===== src/rtl/rr_grant_ctrl_if.sv =====
// Bundle between a set of requesters and the round-robin grant controller.
// The master side drives requests and release; the slave side returns grant state.
interface rr_grant_ctrl_if #(
    parameter int N  = 8,
    parameter int IW = 3
);
    logic [N-1:0]  req;
    logic          rel;
    logic [N-1:0]  pri;
    logic [N-1:0]  gnt;
    logic [IW-1:0] gnt_id;
    logic          busy;
    logic          timeout;

    modport master (
        output req,
        output rel,
        input  pri,
        input  gnt,
        input  gnt_id,
        input  busy,
        input  timeout
    );

    modport slave (
        input  req,
        input  rel,
        output pri,
        output gnt,
        output gnt_id,
        output busy,
        output timeout
    );
endinterface


===== src/rtl/rr_grant_ctrl.sv =====
// Round-robin grant controller: one-hot priority pointer, circular search,
// registered grant held until release, request drop or hold-limit revoke.
module rr_grant_ctrl #(
    parameter int N       = 8,
    parameter int IW      = 3,
    parameter int MAXHOLD = 16,
    parameter int CW      = 5
) (
    input  logic               clk,
    input  logic               rst_n,
    rr_grant_ctrl_if.slave     bus
);

    typedef enum logic [0:0] {
        ST_IDLE = 1'b0,
        ST_HOLD = 1'b1
    } state_t;

    localparam logic [CW-1:0] MAXHOLD_C = CW'(MAXHOLD);
    localparam logic [N-1:0]  PRI_RST_C = {{(N-1){1'b0}}, 1'b1};

    // Binary index of a one-hot vector; OR-reduction is exact for one-hot input.
    function automatic logic [IW-1:0] onehot_to_idx(input logic [N-1:0] v);
        logic [IW-1:0] idx;
        idx = {IW{1'b0}};
        for (int i = 0; i < N; i++) begin
            idx = idx | (v[i] ? IW'(i) : {IW{1'b0}});
        end
        return idx;
    endfunction

    // One-hot vector rotated left by one position, wrapping the top bit to bit 0.
    function automatic logic [N-1:0] rotl1(input logic [N-1:0] v);
        return {v[N-2:0], v[N-1]};
    endfunction

    state_t         state_r;
    state_t         state_nxt_s;
    logic [N-1:0]   pri_r;
    logic [N-1:0]   pri_nxt_s;
    logic [N-1:0]   gnt_r;
    logic [N-1:0]   gnt_nxt_s;
    logic [IW-1:0]  gnt_id_r;
    logic [IW-1:0]  gnt_id_nxt_s;
    logic           busy_r;
    logic           busy_nxt_s;
    logic           timeout_r;
    logic           timeout_nxt_s;
    logic [CW-1:0]  cnt_r;
    logic [CW-1:0]  cnt_nxt_s;

    logic [2*N-1:0] req_dbl_s;
    logic [2*N-1:0] win_dbl_s;
    logic [N-1:0]   win_s;
    logic           owner_req_s;

    // Circular search: subtracting the pointer from the doubled request vector
    // isolates the first set bit at or above the pointer, wrapping via the upper copy.
    always_comb begin
        req_dbl_s = {bus.req, bus.req};
        win_dbl_s = req_dbl_s & ~(req_dbl_s - {{N{1'b0}}, pri_r});
        win_s     = win_dbl_s[N-1:0] | win_dbl_s[2*N-1:N];
    end

    assign owner_req_s = bus.req[gnt_id_r];

    // Next-state and next-output logic for the IDLE/HOLD controller.
    always_comb begin
        state_nxt_s   = state_r;
        pri_nxt_s     = pri_r;
        gnt_nxt_s     = gnt_r;
        gnt_id_nxt_s  = gnt_id_r;
        busy_nxt_s    = busy_r;
        cnt_nxt_s     = cnt_r;
        timeout_nxt_s = 1'b0;

        case (state_r)
            ST_IDLE: begin
                if (|bus.req) begin
                    state_nxt_s  = ST_HOLD;
                    gnt_nxt_s    = win_s;
                    gnt_id_nxt_s = onehot_to_idx(win_s);
                    busy_nxt_s   = 1'b1;
                    cnt_nxt_s    = {{(CW-1){1'b0}}, 1'b1};
                end else begin
                    state_nxt_s  = ST_IDLE;
                    gnt_nxt_s    = {N{1'b0}};
                    busy_nxt_s   = 1'b0;
                    cnt_nxt_s    = {CW{1'b0}};
                end
            end
            ST_HOLD: begin
                // A normal end outranks the hold limit, so a coincident rel suppresses timeout.
                if (bus.rel || !owner_req_s) begin
                    state_nxt_s   = ST_IDLE;
                    gnt_nxt_s     = {N{1'b0}};
                    busy_nxt_s    = 1'b0;
                    cnt_nxt_s     = {CW{1'b0}};
                    pri_nxt_s     = rotl1(gnt_r);
                end else if (cnt_r == MAXHOLD_C) begin
                    state_nxt_s   = ST_IDLE;
                    gnt_nxt_s     = {N{1'b0}};
                    busy_nxt_s    = 1'b0;
                    cnt_nxt_s     = {CW{1'b0}};
                    pri_nxt_s     = rotl1(gnt_r);
                    timeout_nxt_s = 1'b1;
                end else if (cnt_r < MAXHOLD_C) begin
                    cnt_nxt_s     = cnt_r + {{(CW-1){1'b0}}, 1'b1};
                end else begin
                    cnt_nxt_s     = MAXHOLD_C;
                end
            end
            default: begin
                state_nxt_s  = ST_IDLE;
                pri_nxt_s    = PRI_RST_C;
                gnt_nxt_s    = {N{1'b0}};
                gnt_id_nxt_s = {IW{1'b0}};
                busy_nxt_s   = 1'b0;
                cnt_nxt_s    = {CW{1'b0}};
            end
        endcase
    end

    // State and output registers, cleared asynchronously by rst_n.
    always_ff @(posedge clk or negedge rst_n) begin
        if (!rst_n) begin
            state_r   <= ST_IDLE;
            pri_r     <= PRI_RST_C;
            gnt_r     <= {N{1'b0}};
            gnt_id_r  <= {IW{1'b0}};
            busy_r    <= 1'b0;
            timeout_r <= 1'b0;
            cnt_r     <= {CW{1'b0}};
        end else begin
            state_r   <= state_nxt_s;
            pri_r     <= pri_nxt_s;
            gnt_r     <= gnt_nxt_s;
            gnt_id_r  <= gnt_id_nxt_s;
            busy_r    <= busy_nxt_s;
            timeout_r <= timeout_nxt_s;
            cnt_r     <= cnt_nxt_s;
        end
    end

    assign bus.pri     = pri_r;
    assign bus.gnt     = gnt_r;
    assign bus.gnt_id  = gnt_id_r;
    assign bus.busy    = busy_r;
    assign bus.timeout = timeout_r;

endmodule


===== src/flat_wrapper.sv =====
// flat-port wrapper written by rule: the top's interface ports become plain ports
module rr_grant_ctrl_flat 
#(
    parameter int N       = 8,
    parameter int IW      = 3,
    parameter int MAXHOLD = 16,
    parameter int CW      = 5
)
  (clk, rst_n, bus_req, bus_rel, bus_pri, bus_gnt, bus_gnt_id, bus_busy, bus_timeout);
  rr_grant_ctrl_if #(.N(N), .IW(IW)) bus_i ();
  input  logic clk;
  input  logic rst_n;
  input wire logic [$bits(bus_i.req)-1:0] bus_req;
  input wire logic [$bits(bus_i.rel)-1:0] bus_rel;
  output wire logic [$bits(bus_i.pri)-1:0] bus_pri;
  output wire logic [$bits(bus_i.gnt)-1:0] bus_gnt;
  output wire logic [$bits(bus_i.gnt_id)-1:0] bus_gnt_id;
  output wire logic [$bits(bus_i.busy)-1:0] bus_busy;
  output wire logic [$bits(bus_i.timeout)-1:0] bus_timeout;
  assign bus_i.req = bus_req;
  assign bus_i.rel = bus_rel;
  assign bus_pri = bus_i.pri;
  assign bus_gnt = bus_i.gnt;
  assign bus_gnt_id = bus_i.gnt_id;
  assign bus_busy = bus_i.busy;
  assign bus_timeout = bus_i.timeout;
  rr_grant_ctrl #(.N(N), .IW(IW), .MAXHOLD(MAXHOLD), .CW(CW)) u_core (.clk(clk), .rst_n(rst_n), .bus(bus_i));
endmodule

===== config.mk =====
export PLATFORM = sky130hd
export DESIGN_NAME = rr_grant_ctrl_flat
export DESIGN_NICKNAME = d
export VERILOG_FILES = /design/src/rtl/rr_grant_ctrl_if.sv /design/src/rtl/rr_grant_ctrl.sv /design/src/flat_wrapper.sv
export SDC_FILE = /design/constraint.sdc
export NUM_CORES = 1
export LEC_CHECK = 0
export ABC_AREA = 1
export ABC_CLOCK_PERIOD_IN_PS = 1950
export CORE_UTILIZATION = 35
export CTS_CLUSTER_SIZE = 14
export DETAILED_ROUTE_END_ITERATION = 10
export GPL_TIMING_DRIVEN = 0
export SLEW_MARGIN = 25
export SYNTH_ARGS = -nofsm -noshare
export SYNTH_HDL_FRONTEND = slang
export SYNTH_SLANG_ARGS = --single-unit

===== constraint.sdc =====
create_clock -name clk -period 1.95 [get_ports clk]
set_input_delay 0.39 -clock clk [delete_from_list [all_inputs] [get_ports clk]]
set_output_delay 0.39 -clock clk [all_outputs]
set_load 0.01 [all_outputs]

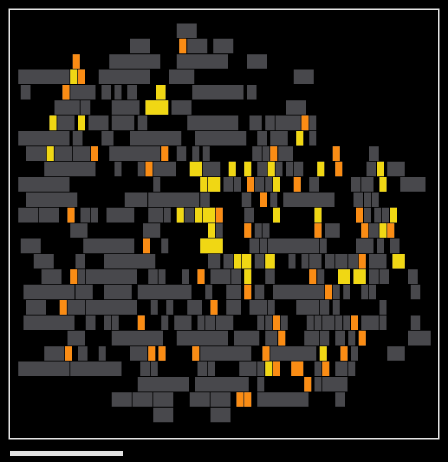
Fig. 1. Selected gate families.
Scale bar: 20 um.
Orange marks inverters, cells 47. Yellow marks NOR gates, cells 35.
Finished Layout Cells: 378
logic share of the area: 46.52%
most numerous logic cell after layout: nand2_1

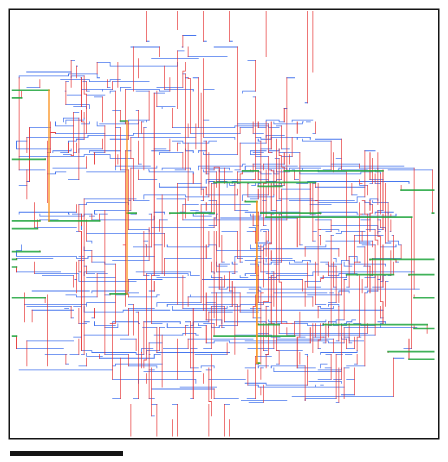
Fig. 2. Routed metal, one colour a layer.
Scale bar: 20 um.
Green marks met3, wire length 225 um. Blue marks met1, wire length 2280 um. Orange marks met4, wire length 82.3 um. Red marks met2, wire length 2110 um.
Global Route Usage Sum: 17.40%
routed wire length: 4695 um
DR WL/cell: 12.42 um
Vias: 1815

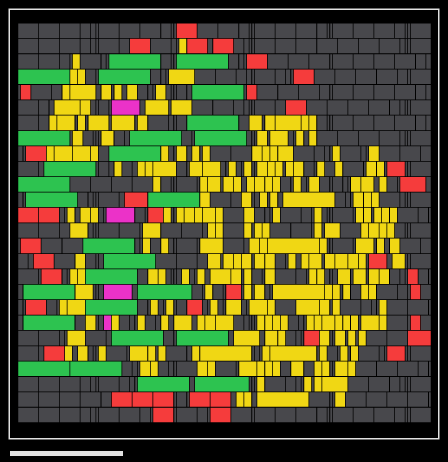
Fig. 3. Cell classes on the final placement.
Scale bar: 20 um. Fill, decap, tap and diode cells in grey.
Yellow marks all other logic, cells 240. Green marks flip-flops, cells 27. Magenta marks clock drivers and dummy loads, cells 4. Red marks other buffers and delay cells, cells 37.

==> flow_summary_export.csv <==
group,metric,value,unit
placed_design,port_buffers,31,
critical_path,end_kind,"primary output",
synthesis,simple_gate_area_share,33.20,%
placed_design,placed_area,2296,um2
routing,met3_length,224,um
die,initial_utilization,36.79,%
final_layout,seq_cells,27,
synthesis,yosysWarnings,0,
timing,hold_viol_final,0,
grt,grt_pass1_wl,7452,um
clocking,ctsHoldBuffers,0,
power_and_ir_drop,p_int,1670,uW
synthesis,xor_share,1.841,%
synthesis,ys_cells,269,
final_layout,layout.cells.most_common_list,"65 x nand2_1, 44 x inv_1, 25 x dfrtp_1",
routing,antenna_left,0,
routing,via_per_inst,4.802,
synthesis,top_area_cell,"dfrtp_1",
critical_path,cp.required,1560,ps
synthesis,top_cell_area_share,34.19,%
critical_path,worstPathMaxFanout,3,
synthesis,numSynthFlops,27,
placed_design,placed_cells,370,
clocking,cts_root_buffer,"clkbuf_8",
placed_design,dp_slack,-717.8,ps
flow_run,warnings,28,
min_path,hp-class,"in2async",
placed_design,detailed_place_hpwl,3625,um
critical_path,path_depth,2,
synthesis,synth_nets,290,
critical_path,crit-reg2reg-launch,"u_core.bus.pri[0]",
grt,antenna_found_initial,0,
timing,period_minus_slack,1879,ps
power_and_ir_drop,pg_comb,1760,uW
power_and_ir_drop,power_top_consumer,"combinational logic",
final_layout,fin_util,47.94,%
run_status,status,"completed",
critical_path,cp.arrival,1490,ps
final_layout,logic_gate_count,193,
die,n_tap_cell,70,
power_and_ir_drop,power_frac_seq,30.4,%
synthesis,yosysChipArea,1903,um2
flow_run,max-cap-violations,0,
final_layout,regArea,678.2,um2
synthesis,netlist_logic_family_top,"simple AND/OR/NAND/NOR gates",
critical_path,cp_slowest_stage_delay,570,ps
die,dieArea,5737,um2
power_and_ir_drop,pwr-share-clk,10.4,%
routing,dr.pass1.iters,4,
routing,wl_met1,2283,um
synthesis,synth-edff-count,0,
timing,setup_violations,0,
power_and_ir_drop,power,2978,uW
die,rows,26,
power_and_ir_drop,leakage,0.001159,uW
placed_design,globalplace.congestion,0.8911,
timing,worst_clock_skew,5.362,ps
grt,grt_pass1_vias,1654,
clocking,insertion_delay,270,ps
timing,hold_slack,108.9,ps
critical_path,reg2reg_depth,12,
final_layout,bufAreaShareNonClock,13.57,%
timing,setup_ws,70.65,ps
critical_path,crit_type,"reg2out",
power_and_ir_drop,pg_seq,906,uW
die,die_y,75.74,um
synthesis,synth_cells,269,
final_layout,buffers,37,
synthesis,most_common_cell,"nand2_1",
routing,drt_iter0_markers,78,
grt,met1_usage,24.59,%
timing,min_period_over_period,96.38,%
critical_path,crit_family,"buffers and inverters",
clocking,cts.clk_slew.worst_paths,90,ps
grt,grt_overflow,0,
timing,slew_headroom,60.33,%
grt,met2_usage,27.83,%
No activity file was given, so power comes from the tool's default toggle rates.
